--- src/rtl/alu_pkg.sv ---
// Shared opcode definitions for the pipelined ALU: MIPS funct codes and a
// helper that says whether a code belongs to the supported operation set.
package alu_pkg;

  localparam logic [5:0] OP_SLL = 6'b000000;
  localparam logic [5:0] OP_SRL = 6'b000010;
  localparam logic [5:0] OP_SRA = 6'b000011;
  localparam logic [5:0] OP_ADD = 6'b100000;
  localparam logic [5:0] OP_SUB = 6'b100010;
  localparam logic [5:0] OP_AND = 6'b100100;
  localparam logic [5:0] OP_OR  = 6'b100101;
  localparam logic [5:0] OP_XOR = 6'b100110;
  localparam logic [5:0] OP_NOR = 6'b100111;
  localparam logic [5:0] OP_SLT = 6'b101010;

  function automatic logic op_is_valid(input logic [5:0] op);
    case (op)
      OP_SLL, OP_SRL, OP_SRA, OP_ADD, OP_SUB,
      OP_AND, OP_OR, OP_XOR, OP_NOR, OP_SLT: return 1'b1;
      default:                               return 1'b0;
    endcase
  endfunction

endpackage

--- src/rtl/alu_exec_comb.sv ---
// Combinational ALU core placed between the operand stage and the result
// stage. Unknown opcodes produce a zero result with Op_Invalid raised.
module alu_exec_comb
  import alu_pkg::*;
#(
  parameter int DATA_WIDTH = 8
) (
  input  logic [DATA_WIDTH-1:0] a_i,
  input  logic [DATA_WIDTH-1:0] b_i,
  input  logic [5:0]            op_i,
  output logic [DATA_WIDTH-1:0] result_o,
  output logic                  overflow_o,
  output logic                  zero_o,
  output logic                  op_invalid_o
);

  localparam int SHW = $clog2(DATA_WIDTH);
  localparam int MSB = DATA_WIDTH - 1;

  logic [DATA_WIDTH-1:0]        sum;
  logic [DATA_WIDTH-1:0]        diff;
  logic signed [DATA_WIDTH-1:0] a_signed;
  logic [SHW-1:0]               sh;
  logic                         add_ovf;
  logic                         sub_ovf;

  assign sum      = a_i + b_i;
  assign diff     = a_i - b_i;
  assign a_signed = a_i;
  // Only the low bits of B steer a shift; the rest are ignored.
  assign sh       = b_i[SHW-1:0];

  // Two's-complement overflow: sign of the result disagrees with what the
  // operand signs allow.
  assign add_ovf = (a_i[MSB] == b_i[MSB]) && (sum[MSB]  != a_i[MSB]);
  assign sub_ovf = (a_i[MSB] != b_i[MSB]) && (diff[MSB] != a_i[MSB]);

  // Operation select; overflow only reported for ADD/SUB.
  always_comb begin
    result_o   = '0;
    overflow_o = 1'b0;
    case (op_i)
      OP_ADD: begin
        result_o   = sum;
        overflow_o = add_ovf;
      end
      OP_SUB: begin
        result_o   = diff;
        overflow_o = sub_ovf;
      end
      OP_AND: result_o = a_i & b_i;
      OP_OR:  result_o = a_i | b_i;
      OP_XOR: result_o = a_i ^ b_i;
      OP_NOR: result_o = ~(a_i | b_i);
      OP_SLL: result_o = a_i << sh;
      OP_SRL: result_o = a_i >> sh;
      OP_SRA: result_o = a_signed >>> sh;
      // Sign of A-B corrected by the subtract overflow keeps SLT exact.
      OP_SLT: result_o = {{(DATA_WIDTH-1){1'b0}}, diff[MSB] ^ sub_ovf};
      default: result_o = '0;
    endcase
  end

  assign zero_o       = (result_o == '0);
  assign op_invalid_o = !op_is_valid(op_i);

endmodule

--- src/rtl/pipelined_alu.sv ---
// Two-stage ALU: stage 1 holds operands, stage 2 holds computed results.
// Owns the pipeline registers, the handshake and the sticky overflow flag.
module pipelined_alu
  import alu_pkg::*;
#(
  parameter int DATA_WIDTH = 8
) (
  input  logic                  clk,
  input  logic                  rst_n,
  input  logic                  In_Valid,
  output logic                  In_Ready,
  input  logic [DATA_WIDTH-1:0] A,
  input  logic [DATA_WIDTH-1:0] B,
  input  logic [5:0]            Op,
  output logic                  Out_Valid,
  input  logic                  Out_Ready,
  output logic [DATA_WIDTH-1:0] Result,
  output logic                  Overflow,
  output logic                  Zero,
  output logic                  Op_Invalid,
  output logic                  Ovf_Sticky,
  input  logic                  Ovf_Clear
);

  // Handshake: a beat moves across an interface on a rising edge where
  // valid && ready. Valid never depends combinationally on ready; In_Ready
  // is combinational so a full pipe still accepts one beat per clock while
  // the sink is draining.

  logic                  s1_valid_q;
  logic [DATA_WIDTH-1:0] s1_a_q;
  logic [DATA_WIDTH-1:0] s1_b_q;
  logic [5:0]            s1_op_q;

  logic                  s2_valid_q;
  logic [DATA_WIDTH-1:0] s2_result_q;
  logic                  s2_overflow_q;
  logic                  s2_zero_q;
  logic                  s2_invalid_q;

  logic                  sticky_q;
  logic                  sticky_d;

  logic [DATA_WIDTH-1:0] ex_result;
  logic                  ex_overflow;
  logic                  ex_zero;
  logic                  ex_invalid;

  logic                  s2_adv;
  logic                  s1_adv;

  // Stage 2 frees up when empty or its beat is taken; stage 1 frees up when
  // empty or its beat can move into stage 2.
  assign s2_adv   = !s2_valid_q || Out_Ready;
  assign s1_adv   = !s1_valid_q || s2_adv;
  assign In_Ready = s1_adv;

  alu_exec_comb #(
    .DATA_WIDTH (DATA_WIDTH)
  ) u_exec (
    .a_i          (s1_a_q),
    .b_i          (s1_b_q),
    .op_i         (s1_op_q),
    .result_o     (ex_result),
    .overflow_o   (ex_overflow),
    .zero_o       (ex_zero),
    .op_invalid_o (ex_invalid)
  );

  // Stage 1: capture operands whenever the stage is able to move.
  always_ff @(posedge clk or negedge rst_n) begin
    if (!rst_n) begin
      s1_valid_q <= 1'b0;
      s1_a_q     <= '0;
      s1_b_q     <= '0;
      s1_op_q    <= '0;
    end else if (s1_adv) begin
      s1_valid_q <= In_Valid;
      if (In_Valid) begin
        s1_a_q  <= A;
        s1_b_q  <= B;
        s1_op_q <= Op;
      end
    end
  end

  // Stage 2: register ALU outputs; contents hold while the sink stalls.
  always_ff @(posedge clk or negedge rst_n) begin
    if (!rst_n) begin
      s2_valid_q    <= 1'b0;
      s2_result_q   <= '0;
      s2_overflow_q <= 1'b0;
      s2_zero_q     <= 1'b0;
      s2_invalid_q  <= 1'b0;
    end else if (s2_adv) begin
      s2_valid_q <= s1_valid_q;
      if (s1_valid_q) begin
        s2_result_q   <= ex_result;
        s2_overflow_q <= ex_overflow;
        s2_zero_q     <= ex_zero;
        s2_invalid_q  <= ex_invalid;
      end
    end
  end

  // Sticky overflow next state: an overflowing output transfer beats a clear.
  always_comb begin
    sticky_d = sticky_q;
    if (Ovf_Clear) begin
      sticky_d = 1'b0;
    end
    if (s2_valid_q && Out_Ready && s2_overflow_q) begin
      sticky_d = 1'b1;
    end
  end

  // Sticky overflow register.
  always_ff @(posedge clk or negedge rst_n) begin
    if (!rst_n) begin
      sticky_q <= 1'b0;
    end else begin
      sticky_q <= sticky_d;
    end
  end

  assign Out_Valid  = s2_valid_q;
  assign Result     = s2_result_q;
  assign Overflow   = s2_overflow_q;
  assign Zero       = s2_zero_q;
  assign Op_Invalid = s2_invalid_q;
  assign Ovf_Sticky = sticky_q;

endmodule

--- config.mk ---
export PLATFORM = sky130hd
export DESIGN_NAME = pipelined_alu
export DESIGN_NICKNAME = d
export VERILOG_FILES = /design/src/rtl/alu_pkg.sv /design/src/rtl/alu_exec_comb.sv /design/src/rtl/pipelined_alu.sv
export SDC_FILE = /design/constraint.sdc
export NUM_CORES = 1
export LEC_CHECK = 0
export ABC_CLOCK_PERIOD_IN_PS = 3800
export CORE_ASPECT_RATIO = 1.1
export CORE_MARGIN = 2
export CORE_UTILIZATION = 55
export DETAILED_ROUTE_END_ITERATION = 7
export PLACE_DENSITY = 0.79
export SETUP_SLACK_MARGIN = 0.05
export SLEW_MARGIN = 25
export SYNTH_ARGS = -nofsm -noshare
export SYNTH_HDL_FRONTEND = slang
export SYNTH_SLANG_ARGS = --single-unit
--- constraint.sdc ---
create_clock -name clk -period 3.8 [get_ports clk]
set_clock_uncertainty 0.15 [all_clocks]
set_input_delay 0.57 -clock clk [delete_from_list [all_inputs] [get_ports clk]]
set_output_delay 0.57 -clock clk [all_outputs]
set_load 0.01 [all_outputs]
### Register map, names as in the netlist

Drawn at 4 px/um. Other sequential cells in the stronger gray, the rest of the logic in the fainter gray.
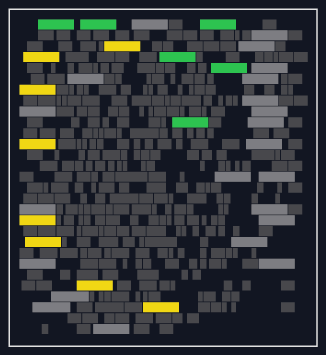
| color | netlist name | sequential cells |
|---|---|---|
| yellow | s1_b_q | 8 |
| green | s1_op_q | 6 |
not colored: 22

==> metrics.cfg <==
[yosys]
yosysWarningCount = 0
syn_area_per_cell_um2 = 9.32
portion_of_the_post_synthesis_area_used_by_sequential_elements_pct = 28.3
numSynthFlops = 36
synth.area.mux_share_pct = 17.6
synth_adder_area_share_pct = 11.3
edf_count = 0
synth.comb.largest_family = AND-OR/OR-AND gates
share_of_the_synthesized_area_in_the_top_cell_type_pct = 28.3
synth_top_cell_by_area = sky130_fd_sc_hd__dfrtp_1

[layout]
non_clock_inverter_count = 26
finish.utilization_pct = 65.4
multiInputCombCellCount = 261
clock_cell_area_share_pct = 2.35
layout-area-overhead-vs-synth_pct = 16.8
fillers = 493
final_nets = 432
seq_cell_count = 36

[final_timing]
setup_viol = 0
holdWs_ns = 0.212
max_freq_mhz = 283
timing.slew.headroom_pct = 29.9
grt_setup_unrepaired = false

[clocking]
clkSlewWorstSetupHoldPaths_ns = 0.08
numCtsBuffers = 5
clock_tree_from_tritoncts = built
maximum_count_of_clock_buffers_along_a_single_path = 2

[route]
drt-wirelength-per-cell_um = 17.6
drt_pass1_iterations = 4
route.antenna.remaining_nets = 0
dr.first_iter.drc_count = 192
remaining_routing_drc_violations = 0
routed_via_density = 5.95

[worst_setup_path]
worst-path-stages = 16
cp-startpoint = s1_a_q[2]
arrival_ns = 3.58
setup.worst_path.end = Zero
reg2reg_setup_slack_ns = 0.26

[global_route]
gr-total-overflow = 0
track_usage_pct = 26.7

[flow_run]
drv_cap = 0

[floorplan]
die_area_um2 = 6420
initial_standard_cell_utilization_of_the_core_pct = 56.0
coreArea_um2 = 5700
fp.dieH_um = 83.9

[placement]
port-buffer-count = 40
dp.cells = 448

[status]
run_status = finished, final reports clean

[pwr]
comb_power_share_pct = 50.1
seq_power_share_pct = 33.2

### Metal 3

Drawn at 6 px/um.
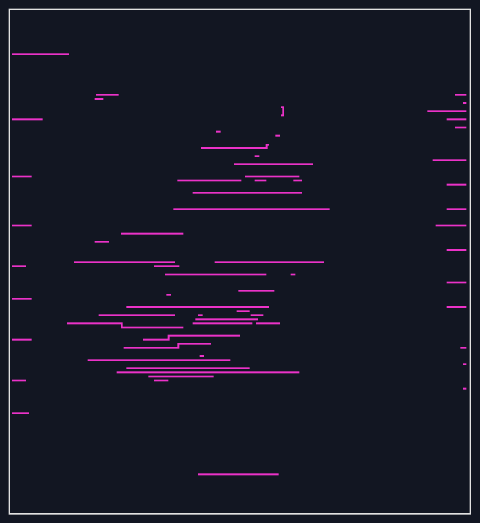
main direction: horizontal
wire length on this layer: 456 um
nets with wire on the layer: 51
share of all routed wire: 5.7%

==> power by group through the flow <==
stage	clock, W	sequential [W]	combinational (W)
final	0.000274	0.000542	0.000818
after global routing	0.000296	0.000558	0.000893
after CTS	0.000284	0.000542	0.000812
after detailed placement	0	0.000550	0.000808
after global placement	0	0.000545	0.000788
after floorplan	0	0.000529	0.000570
==> layer usage <==
| layer | share of wire (%) | track usage [%] |
|---|---|---|
| met1 | 41 | 33.1 |
| met2 | 50 | 46.1 |
| met3 | 5.7 | 4.65 |
| met4 | 3.3 | 10.7 |
| met5 | 0 | 0 |
==> worst reg2reg max path: stages, from the launching register on <==
cell                       delay [ns]
sky130_fd_sc_hd__dfrtp_2         0.42
sky130_fd_sc_hd__inv_1           0.07
sky130_fd_sc_hd__ha_1            0.37
sky130_fd_sc_hd__nor3_1          0.23
sky130_fd_sc_hd__a211o_1         0.20
sky130_fd_sc_hd__a21oi_1         0.09
sky130_fd_sc_hd__o21bai_1        0.16
sky130_fd_sc_hd__a21oi_1         0.09
sky130_fd_sc_hd__nor2_1          0.10
sky130_fd_sc_hd__nor2_1          0.06
sky130_fd_sc_hd__fa_1            0.38
sky130_fd_sc_hd__nand4b_1        0.11
sky130_fd_sc_hd__a21oi_1         0.09
sky130_fd_sc_hd__or4_1           0.52
sky130_fd_sc_hd__nor2_1          0.10
sky130_fd_sc_hd__nand4_1         0.11
sky130_fd_sc_hd__o41ai_2         0.20
==> logic make-up after synthesis <==
logic type,Yosys count
buffers and inverters,45
XOR/XNOR,13
flip-flops,36
AND-OR/OR-AND,88
AND/OR/NAND/NOR,85
adder cells (fa/ha/maj),27
multiplexers,48
Power and IR drop assume default switching activity.
